Met1 routing:
Supply wires on this layer in gray.
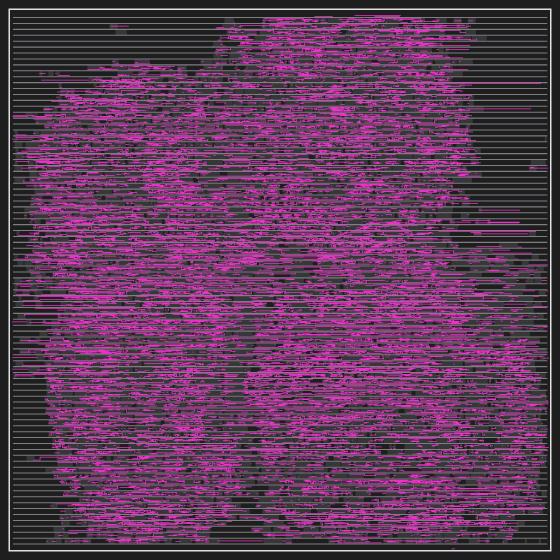
Track usage over the die:
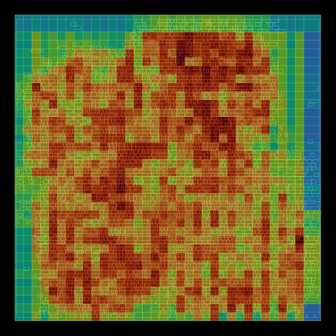
Nets reached from selected ports:
Scale bar: 50 microns.
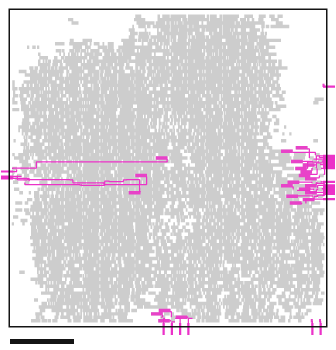
==> config.mk <==
export PLATFORM = sky130hd
export DESIGN_NAME = pipelined_mult_accumulate
export DESIGN_NICKNAME = d
export VERILOG_FILES = /design/src/rtl/mac_pkg.sv /design/src/rtl/mac_adder_tree_level.sv /design/src/rtl/pipelined_mult_accumulate.sv
export SDC_FILE = /design/constraint.sdc
export NUM_CORES = 2
export LEC_CHECK = 0
export ABC_AREA = 0
export ABC_CLOCK_PERIOD_IN_PS = 4540
export CAP_MARGIN = 20
export CORE_MARGIN = 1
export CORE_UTILIZATION = 55
export CTS_CLUSTER_SIZE = 30
export DETAILED_ROUTE_END_ITERATION = 7
export PLACE_DENSITY = 0.82
export SETUP_SLACK_MARGIN = 0.4
export SLEW_MARGIN = 0
export SYNTH_ARGS = -nofsm -noshare
export SYNTH_HDL_FRONTEND = slang
export SYNTH_SLANG_ARGS = --single-unit
==> constraint.sdc <==
create_clock -name clk -period 4.54 [get_ports clk]
set_input_delay 0.908 -clock clk [delete_from_list [all_inputs] [get_ports clk]]
set_output_delay 0.908 -clock clk [all_outputs]
set_load 0.01 [all_outputs]
==> src/rtl/mac_pkg.sv <==
// Shared widths and sizing helpers for the pixel/weight MAC datapath.
package mac_pkg;

  localparam int PIXEL_W     = 10;
  localparam int WEIGHT_W    = 19;
  localparam int WEIGHT_FRAC = 18;
  localparam int OUT_W       = 26;
  localparam int OUT_FRAC    = 10;
  localparam int PROD_W      = 29;

  // Number of registered adder levels needed to reduce n operands to one.
  function automatic int TREE_LEVELS(input int n);
    return (n <= 1) ? 0 : $clog2(n);
  endfunction

  // Operand count entering tree level k (level 0 is the product bank).
  function automatic int LEVEL_COUNT(input int n, input int k);
    return (n + (1 << k) - 1) >> k;
  endfunction

endpackage

==> src/rtl/mac_adder_tree_level.sv <==
// One registered level of the adder tree: pairwise sums grow by one bit, and an
// odd leftover operand is registered unchanged so every path keeps equal latency.
module mac_adder_tree_level
  import mac_pkg::*;
#(
  parameter int N_IN = 2,
  parameter int W_IN = PROD_W
) (
  input  logic                                  clk,
  input  logic                                  rst,
  input  logic [N_IN*W_IN-1:0]                  i_operands,
  output logic [((N_IN+1)/2)*(W_IN+1)-1:0]      o_sums
);

  localparam int N_OUT = (N_IN + 1) / 2;
  localparam int W_OUT = W_IN + 1;

  logic [N_OUT*W_OUT-1:0] w_next;
  logic [N_OUT*W_OUT-1:0] r_sums;

  always_comb begin
    w_next = '0;
    for (int i = 0; i < N_IN / 2; i++) begin
      w_next[i*W_OUT +: W_OUT] = W_OUT'(i_operands[(2*i)*W_IN +: W_IN])
                               + W_OUT'(i_operands[(2*i+1)*W_IN +: W_IN]);
    end
    if (N_IN % 2 == 1) begin
      w_next[(N_OUT-1)*W_OUT +: W_OUT] = W_OUT'(i_operands[(N_IN-1)*W_IN +: W_IN]);
    end
  end

  always_ff @(posedge clk or negedge rst) begin
    if (!rst) begin
      r_sums <= '0;
    end else begin
      r_sums <= w_next;
    end
  end

  assign o_sums = r_sums;

endmodule

==> src/rtl/pipelined_mult_accumulate.sv <==
// Fully pipelined dot product of NUM_INPUTS pixels and Q1.18 weights, giving a
// saturated Q16.10 result one cycle per vector after 2 + TREE_LEVELS stages.
module pipelined_mult_accumulate
  import mac_pkg::*;
#(
  parameter int NUM_INPUTS = 4
) (
  input  logic                            clk,
  input  logic                            rst,
  input  logic [PIXEL_W*NUM_INPUTS-1:0]   IN_PIXELS,
  input  logic [WEIGHT_W*NUM_INPUTS-1:0]  IN_WEIGHTS,
  output logic [OUT_W-1:0]                OUT
);

  localparam int T     = TREE_LEVELS(NUM_INPUTS);
  localparam int SUM_W = PROD_W + T;
  localparam int SHIFT = WEIGHT_FRAC - OUT_FRAC;
  localparam int SH_W  = SUM_W - SHIFT;

  logic [NUM_INPUTS*PROD_W-1:0] w_prod;
  logic [NUM_INPUTS*PROD_W-1:0] r_prod;
  logic [SUM_W-1:0]             w_sum;
  logic [SH_W-1:0]              w_shifted;
  logic [OUT_W-1:0]             w_result;
  logic [OUT_W-1:0]             r_out;

  always_comb begin
    w_prod = '0;
    for (int i = 0; i < NUM_INPUTS; i++) begin
      w_prod[i*PROD_W +: PROD_W] = PROD_W'(IN_PIXELS[i*PIXEL_W +: PIXEL_W])
                                 * PROD_W'(IN_WEIGHTS[i*WEIGHT_W +: WEIGHT_W]);
    end
  end

  always_ff @(posedge clk or negedge rst) begin
    if (!rst) begin
      r_prod <= '0;
    end else begin
      r_prod <= w_prod;
    end
  end

  generate
    for (genvar k = 0; k < T; k++) begin : g_lvl
      localparam int N_K = LEVEL_COUNT(NUM_INPUTS, k);
      localparam int W_K = PROD_W + k;
      logic [N_K*W_K-1:0]                            w_ops;
      logic [LEVEL_COUNT(NUM_INPUTS, k+1)*(W_K+1)-1:0] w_sums;

      if (k == 0) begin : g_first
        assign w_ops = r_prod;
      end else begin : g_next
        assign w_ops = g_lvl[k-1].w_sums;
      end

      mac_adder_tree_level #(
        .N_IN (N_K),
        .W_IN (W_K)
      ) u_level (
        .clk        (clk),
        .rst        (rst),
        .i_operands (w_ops),
        .o_sums     (w_sums)
      );
    end

    if (T == 0) begin : g_no_tree
      assign w_sum = r_prod;
    end else begin : g_tree_out
      assign w_sum = g_lvl[T-1].w_sums;
    end
  endgenerate

  // Q.18 -> Q.10 by truncation; only wide trees can exceed the output range.
  assign w_shifted = SH_W'(w_sum >> SHIFT);

  generate
    if (SH_W > OUT_W) begin : g_sat
      assign w_result = (|w_shifted[SH_W-1:OUT_W]) ? '1 : w_shifted[OUT_W-1:0];
    end else begin : g_nosat
      assign w_result = OUT_W'(w_shifted);
    end
  endgenerate

  always_ff @(posedge clk or negedge rst) begin
    if (!rst) begin
      r_out <= '0;
    end else begin
      r_out <= w_result;
    end
  end

  assign OUT = r_out;

endmodule

==> out/metrics.csv <==
stage,metric,value,unit
run_status,status,"complete, but fails checks",
run_status,failing checks,setup timing,
sta,unrepaired setup endpoints after global routing,yes,
yosys,simple-gate share of the synthesized area,16.2,%
global_route,largest net degree at the start of global routing,116,
sta,Slew @ Worst Pin,0.699,ns
clocking,post-CTS sizing,665,
yosys,Synth top area share,32.3,%
yosys,top cells by count,"inv_1 (572), fa_1 (538), nand2_1 (459)",
finish,max reg flops,116,
clocking,"Clk Latency, worst-skew pair",0.53,ns
yosys,ys async rst share,100,%
yosys,biggest area cells,"fa_1 (32%), dfrtp_1 (17%), ha_1 (13%), and2_1 (7.2%), inv_1 (6.4%)",
die,Die Width,248,microns
clocking,hold buffers post-CTS,0,
sta,worst setup margin,-1.25,ns
place,dpl ws,-2.13,ns
sta,Final TNS setup,-51.18,ns
yosys,Yosys reg bits,222,
global_route,grt ovf,0,
place,placed cell area,39800,sq um
yosys,ys cells,3562,
job,max_cap viols,0,
yosys,cell type with the largest total area,fa_1,
worst_setup_path,critical path data arrival time,6.19,ns
detailed_routing,met3 WL post-DR,6350,microns
detailed_routing,final wirelength,98000,microns
yosys,yosys stat chip area,33400,sq um
sta,Fin. Hold Viols,0,
global_route,busiest grt layer,met2,
worst_setup_path,Worst Reg2Reg Path Length in Cells,12,
sta,crit path time final,5.79,ns
clocking,root buf cell,clkbuf_16,
detailed_routing,Met2 Wirelength,49400,microns
finish,final core occ,73.7,%
yosys,Post-synth seq share,16.7,%
yosys,aoi share,9.23,%
die,die footprint,61600,sq um
global_route,initial antenna violation count,0,
detailed_routing,Residual DRC,0,
yosys,area fraction in xor and xnor cells,4.54,%
worst_setup_path,WP data required,4.94,ns
worst_setup_path,crit path capture type,flop,
place,gpl congestion,0.921,
worst_setup_path,worst r2r src,g_lvl[0].w_ops[58]$_DFF_PN0_,
finish,Nets,5235,
die,Site Rows,89,
sta,Max Clk Rate,0.173,GHz
worst_setup_path,CP startpoint kind,input pin,
yosys,Distinct lib cells used,69,
sta,Hold Slack,0.329,ns
sta,final setup violation count,75,
worst_setup_path,Reg-to-Reg End,g_lvl[0].u_level.o_sums[58]$_DFF_PN0_,
finish,Area growth syn-to-layout,31.4,%
sta,Slew Limit Fails,0,
global_route,vias in the first global route,29682,
global_route,global-route wire length before repair,146000,microns
detailed_routing,Final ANT Viol Nets,0,
yosys,top-count cell post-synth,inv_1,
yosys,"Avg Cell Area, Syn",9.37,sq um
yosys,area fraction in mux cells,0,%
finish,final non-filler cell total,5026,
yosys,Synth Flop Type,dfrtp_1,
sta,Max-slew headroom,52.2,%
worst_setup_path,crit path max fanout,4,
detailed_routing,DR iter-0 viols,2050,
clocking,Clock Pin Slew Worst Setup and Hold Paths,0.07,ns
yosys,"Adder Share, Synth",45.2,%
sta,final period utilization,127,%
yosys,Synthesis Warnings,0,
clocking,CTS tree,done,
hold_path,min-delay worst type,in2async,
yosys,Top logic family,adder cells,
die,Floorplan Utilization,56.1,%
die,total core area,59500,sq um
place,dpl cells,4847,
About 'met1 routing':
4879 nets have wire on it. The layer carries 38.0 mm of wire. The layer holds 39% of the routed length.

About 'track usage over the die':
met3 Use GR: 2.92%
GRT Total Usage: 29.3%

About 'nets reached from selected ports':
Key: magenta = OUT [direction output, edge 17 right, 6 bottom, 3 left, end cells 26, buffers 23, wire 682 microns]
num ports: 144
Port Buf Inserts: 140

cell usage in the layout (no fill, tap or decap), types with 45 or more instances in the layout:
master,Yosys,final
fa_1,538,503
nor2_1,76,57
ha_4,0,53
and2_4,0,55
a21oi_2,1,45
xnor2_1,118,104
inv_1,572,513
dfrtp_1,222,222
a21oi_1,155,102
and2_1,383,328
a21o_1,100,99
buf_4,3,503
ha_1,343,288
nand2_1,459,399
buf_6,0,166
inv_2,0,57
xor2_1,55,48
area by class of cell:
class,count,area [sq um]
Inverter,572,2150
Multi-Input combinational cell,2619,27400
Clock inverter,15,234
Sequential cell,222,5560
Fill cell,3674,15600
Antenna cell,1,2.50
Tap cell,773,967
Timing Repair Buffer,799,6960
Clock buffer,25,572
critical path, stage by stage:
cell	delay (ns)
buf_4	0.12
nand2_2	0.06
fa_1	0.50
fa_1	0.55
inv_1	0.07
fa_1	0.49
fa_1	0.49
inv_1	0.05
fa_1	0.49
inv_2	0.05
ha_4	0.21
a211o_1	0.35
o32ai_2	0.37
a21oi_2	0.14
a2111oi_4	0.47
buf_4	0.18
o31ai_2	0.06
a21o_1	0.18
a21oi_2	0.25
xnor2_2	0.19
worst max path at each step:
stage	start	to	slack [ns]
global route	IN_PIXELS[33]	g_lvl[0].w_ops[115]$_DFF_PN0_	-1.40
finish	IN_WEIGHTS[23]	g_lvl[0].w_ops[51]$_DFF_PN0_	-1.25
floorplan	IN_WEIGHTS[2]	g_lvl[0].w_ops[28]$_DFF_PN0_	-1.35
CTS	IN_PIXELS[6]	g_lvl[0].w_ops[28]$_DFF_PN0_	-1.09
global placement	IN_PIXELS[8]	g_lvl[0].w_ops[28]$_DFF_PN0_	-2.08
detailed placement	IN_PIXELS[8]	g_lvl[0].w_ops[28]$_DFF_PN0_	-2.13
